`config.mk`:
```
export PLATFORM = sky130hd
export DESIGN_NAME = note_sequencer
export DESIGN_NICKNAME = d
export VERILOG_FILES = /design/src/rtl/note_sequencer.sv
export SDC_FILE = /design/constraint.sdc
export NUM_CORES = 1
export LEC_CHECK = 0
export CAP_MARGIN = 15
export CELL_PAD_IN_SITES_DETAIL_PLACEMENT = 1
export CELL_PAD_IN_SITES_GLOBAL_PLACEMENT = 1
export CORE_MARGIN = 2
export CORE_UTILIZATION = 31
export DETAILED_ROUTE_END_ITERATION = 16
export PLACE_DENSITY = 0.76
export RECOVER_POWER = 100
export SETUP_SLACK_MARGIN = 0.05
export SYNTH_ARGS = -nofsm -noshare
export SYNTH_HDL_FRONTEND = slang
export SYNTH_SLANG_ARGS = --single-unit
```
`constraint.sdc`:
```
create_clock -name clk -period 1.9 [get_ports clk]
set_clock_uncertainty 0.2 [all_clocks]
set_input_delay 0.19 -clock clk [delete_from_list [all_inputs] [get_ports clk]]
set_output_delay 0.19 -clock clk [all_outputs]
set_load 0.005 [all_outputs]
```
`src/rtl/note_sequencer.sv`:
```
// note_sequencer: song-level controller that sequences note_player.
// Walks a synchronous song ROM one entry at a time, hands each note and
// duration to note_player with a single-cycle load strobe, then waits for
// done_with_note before fetching the next entry.
//
// Ports:
//   clk              system clock, rising edge
//   reset            asynchronous active-low reset
//   play             level: 1 play/resume, 0 pause
//   song             song select
//   rom_addr         {song_reg, note_idx} to the song ROM
//   rom_data         ROM read data one cycle after rom_addr; [11:6] note, [5:0] duration
//   note_to_load     note for note_player (0 = rest)
//   duration_to_load duration in beats for note_player
//   load_new_note    single-cycle load strobe
//   done_with_note   single-cycle pulse from note_player
//   play_enable      run/pause to note_player (follows play only while PLAYING)
//   song_done        high while in END
//   note_idx         index of the current note
module note_sequencer #(
    parameter int unsigned SONG_W = 2,
    parameter int unsigned NOTE_W = 5
) (
    input  logic                     clk,
    input  logic                     reset,
    input  logic                     play,
    input  logic [SONG_W-1:0]        song,
    output logic [SONG_W+NOTE_W-1:0] rom_addr,
    input  logic [11:0]              rom_data,
    output logic [5:0]               note_to_load,
    output logic [5:0]               duration_to_load,
    output logic                     load_new_note,
    input  logic                     done_with_note,
    output logic                     play_enable,
    output logic                     song_done,
    output logic [NOTE_W-1:0]        note_idx
);

    localparam int unsigned FIELD_W = 6;

    typedef enum logic [2:0] {
        IDLE    = 3'd0,
        FETCH   = 3'd1,
        WAIT    = 3'd2,
        LOAD    = 3'd3,
        PLAYING = 3'd4,
        END     = 3'd5
    } state_t;

    state_t              state;
    state_t              state_next;
    logic [SONG_W-1:0]   song_reg;
    logic [SONG_W-1:0]   song_reg_next;
    logic [NOTE_W-1:0]   note_idx_next;
    logic [FIELD_W-1:0]  note_next;
    logic [FIELD_W-1:0]  dur_next;
    logic                song_change;

    assign rom_addr    = {song_reg, note_idx};
    assign song_change = (song != song_reg);

    // State register and registered outputs
    always_ff @(posedge clk or negedge reset) begin
        if (!reset) begin
            state            <= IDLE;
            song_reg         <= '0;
            note_idx         <= '0;
            note_to_load     <= '0;
            duration_to_load <= '0;
            load_new_note    <= 1'b0;
            song_done        <= 1'b0;
        end else begin
            state            <= state_next;
            song_reg         <= song_reg_next;
            note_idx         <= note_idx_next;
            note_to_load     <= note_next;
            duration_to_load <= dur_next;
            // Strobe and done flag are registered versions of the next state
            load_new_note    <= (state_next == LOAD);
            song_done        <= (state_next == END);
        end
    end

    // Next-state and play_enable logic
    always_comb begin
        state_next    = state;
        song_reg_next = song_reg;
        note_idx_next = note_idx;
        note_next     = note_to_load;
        dur_next      = duration_to_load;
        play_enable   = 1'b0;

        unique case (state)
            IDLE: begin
                note_idx_next = '0;
                song_reg_next = song;
                if (play) begin
                    state_next = FETCH;
                end
            end
            FETCH: begin
                state_next = WAIT;
            end
            WAIT: begin
                note_next = rom_data[11:6];
                dur_next  = rom_data[5:0];
                // Zero duration marks end of song
                if (rom_data[5:0] == '0) begin
                    state_next = END;
                end else begin
                    state_next = LOAD;
                end
            end
            LOAD: begin
                state_next = PLAYING;
            end
            PLAYING: begin
                play_enable = play;
                if (done_with_note) begin
                    if (&note_idx) begin
                        state_next = END;
                    end else begin
                        note_idx_next = note_idx + NOTE_W'(1);
                        state_next    = FETCH;
                    end
                end
            end
            END: begin
                if (!play) begin
                    state_next    = IDLE;
                    note_idx_next = '0;
                end
            end
            default: begin
                state_next = IDLE;
            end
        endcase

        // Song change aborts from anywhere but IDLE and overrides any advance
        if ((state != IDLE) && song_change) begin
            state_next    = IDLE;
            note_idx_next = '0;
        end
    end

endmodule

```
==> results.txt, run 1 <==
fresh numbers from the pnr run: outcome complete, but fails checks, failing checks negative setup slack, CP Capture Type register, sequential power 0.000801 W, crit path time final 2.00 ns, nets@finish around 180, initial antenna violation count 0, ANT cells 0, RSZ-0062 raised after global routing true, slowest stage delay, CP about 0.4 ns, share of cells above drive strength 1 0.335, XOR/XNOR share of the synthesized area 0.0140, number of cells on the critical path 7, final setup violating endpoints 7, Post-CTS Resized 6, Comb. pwr about 0.0012 W, adder share 0.0200, Slew Viols, Final 0, yosys stat area ~1300 um^2, fp util 0.318, Peak VDD IR 0.499 mV, Synth Instances 102, Basic Gates by Area 0.143, Largest logic family multiplexers, Leakage 0.867 nW, critical path class reg -> reg, R2R setup slack -0.1 ns, CTS tree built, sw frac 0.302, register share of total power 0.349, global-route wire length before repair 5040 um, final worst setup slack -0.0980 ns, # clock sinks 24, final wirelength 3240 um, area leader, netlist dfrtp_1, dpl cell area about 1800 um^2, flip-flops with a built-in enable 0, Signal buffers between 60 and 70, Max Clock Freq 500 MHz, Worst Path Arrival 1.96 ns, DRT Pass-1 Iters 4, switching power 0.000693 W, ratio of final minimum period to clock period 1.05, Num CTS Buffers 3, FF-to-FF End note_idx[2]$_DFFE_PN0P_, row count 23, Routed WL per cell 15.4 um, Post-Layout Cell Count 211, I/O pins 45, asr flop ratio synth 1.00, clock share of power 0.151, Reg clk slew, reported paths approximately 0.08 ns, Hold Crit Start note_to_load[5]$_DFFE_PN0P_
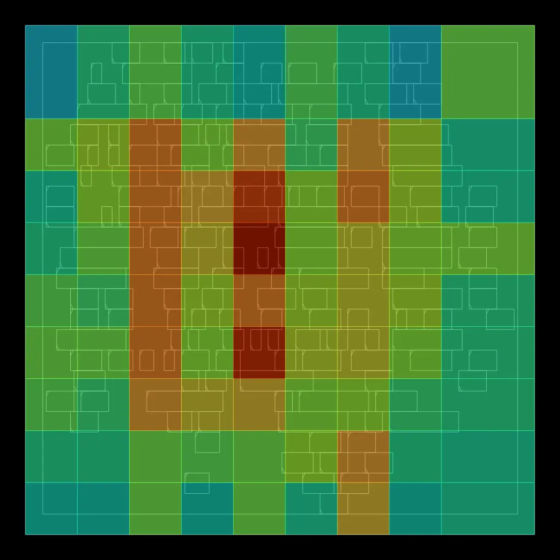
(run_1/congestion.png)
met1 usage: 0.167
Tot GR Track Use: 0.147
fin util: 0.495
busiest layer in global routing: met2

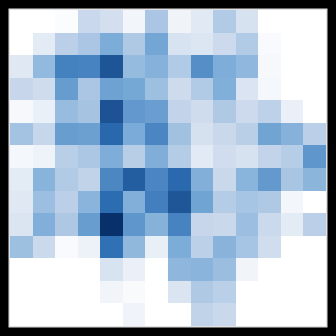
(run_1/metal_density.png)
The die is cut into 14 by 14 equal tiles; white is low, dark blue is high, scaled to the fullest tile. Values are wire area over tile area, all layers added.
16% of the tiles are over half the peak. The densest ninth of the die: center. The emptiest ninth of the die: lower right.

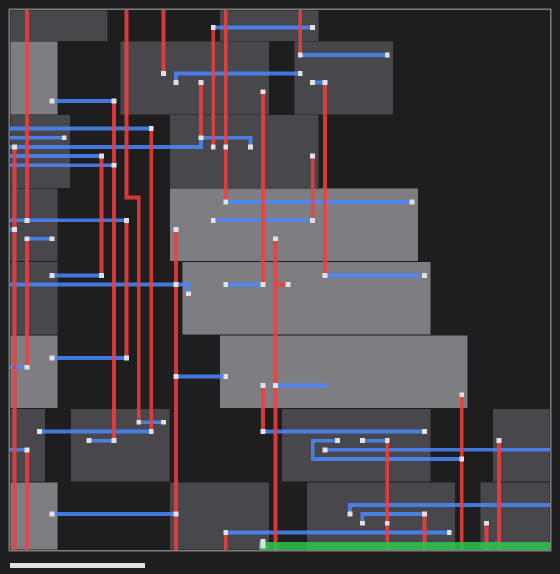
(run_1/detail.png)
Scale bar: 5 um. Window x 41 to 61, y 41 to 61 um. Cells in gray, sequential cells in the stronger gray; small squares are vias.
Key: metal 2 = red; metal 1 = blue; metal 3 = green
Most frequent: mux2_4 (4), dfrtp_1 (3), dlygate4sd3_1 (3). 12 logic cells have their middle in the window. Netlist names of flops here include `note_to_load` (3). Sequential cells in the window: 3.

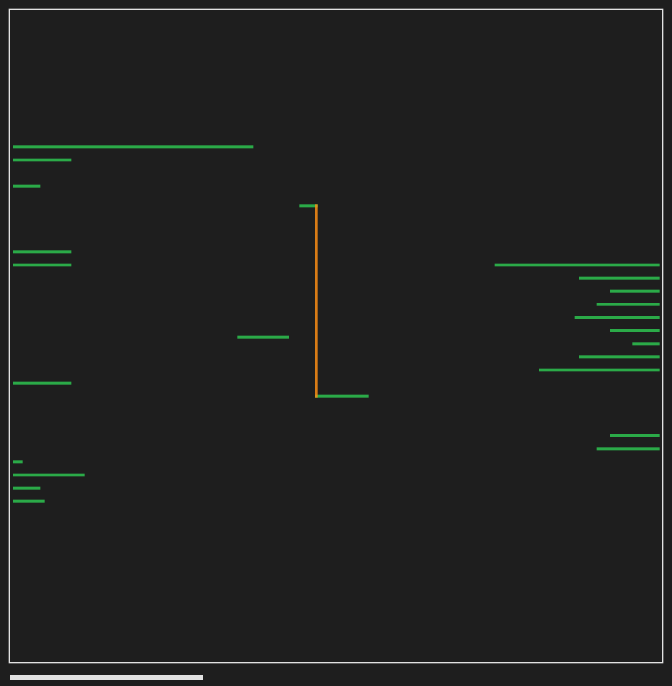
(run_1/wires.png)
Scale bar: 20 um. Two of the layers only.
Key: metal 3 = green [wire length 159 um]; metal 4 = orange [wire length 19.7 um]

==> run 1 -> run 2 <==
- CORE_MARGIN: 2 -> not set
==> run 2 against run 1 <==
Effect of this change:
- the flow still finishes with violations (negative setup slack)
- routed wire length up 5.0%
- global-route usage is 2.6 points higher
- non-clock buffer count did not move
- clock-buffer cell count decreased by 1
- sequential power is 1% higher
- cell count is 0.95% lower
- die area is 5.8% lower
- design area grew 0.32%
- hold slack worse by 0.048 ns
- maximum frequency rose by 1.9%
- sequential share of layout area shrank 0.099 points
- critical path type unchanged
- critical endpoint unchanged
==> results.txt, run 2 <==
fresh numbers from the pnr run: final setup violating endpoints 5, area leader, netlist dfrtp_1, ratio of final minimum period to clock period 1.03, outcome complete, but fails checks, dpl cell area 1840 um^2, critical path class reg -> reg, XOR/XNOR share of the synthesized area 0.0140, Max Clock Freq 510 MHz, initial antenna violation count 0, row count 22, CP Capture Type register, Routed WL per cell 16.3 um, sequential power 0.000810 W, Post-Layout Cell Count 209, Synth Instances ~100, asr flop ratio synth 1.00, sw frac 0.295, share of cells above drive strength 1 0.335, Basic Gates by Area 0.143, Peak VDD IR 0.631 mV, slowest stage delay, CP approximately 0.4 ns, ANT cells 0, Reg clk slew, reported paths 0.09 ns, failing checks negative setup slack, Slew Viols, Final 0, met1 usage 0.204, CTS tree built, busiest layer in global routing met2, Comb. pwr 0.00115 W, final worst setup slack -0.0608 ns, yosys stat area ~1300 um^2, number of cells on the critical path 7, Post-CTS Resized 4, adder share 0.0200, Largest logic family multiplexers, fp util 0.332, global-route wire length before repair 5460 um, Leakage 0.886 nW, switching power 0.000709 W, Signal buffers between 60 and 70, Worst Path Arrival 1.92 ns, DRT Pass-1 Iters 6, nets@finish 182, clock share of power 0.184, final wirelength between 3000 and 4000 um, FF-to-FF End note_idx[2]$_DFFE_PN0P_
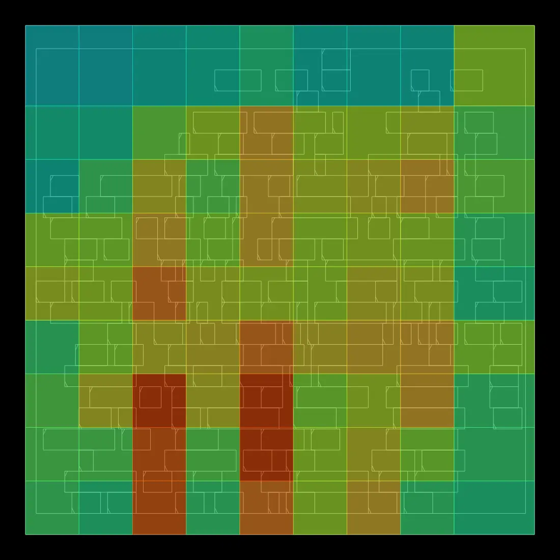
(run_2/congestion.png)
grt met2 use: 0.323
fin util: 0.519

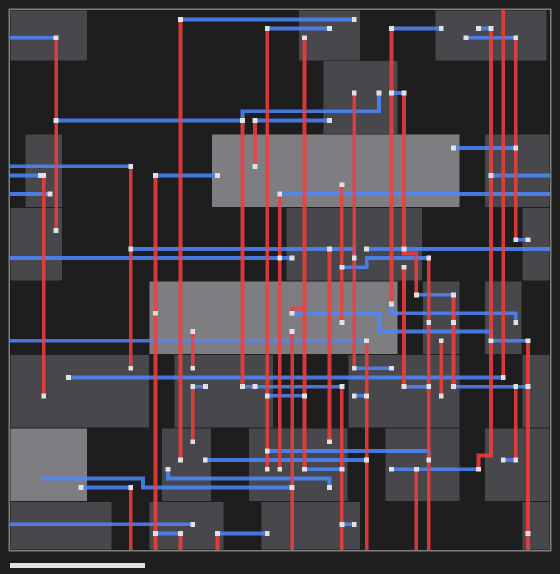
(run_2/detail.png)
Scale bar: 5 um. Window x 39 to 59, y 39 to 59 um. Cells in gray, sequential cells in the stronger gray; small squares are vias.
Key: metal 2 = red; metal 1 = blue
21 logic cells have their middle in the window. Netlist names of flops here include `note_idx` (2). Sequential cells in the window: 2.

Power is estimated from default activity; no workload was simulated.
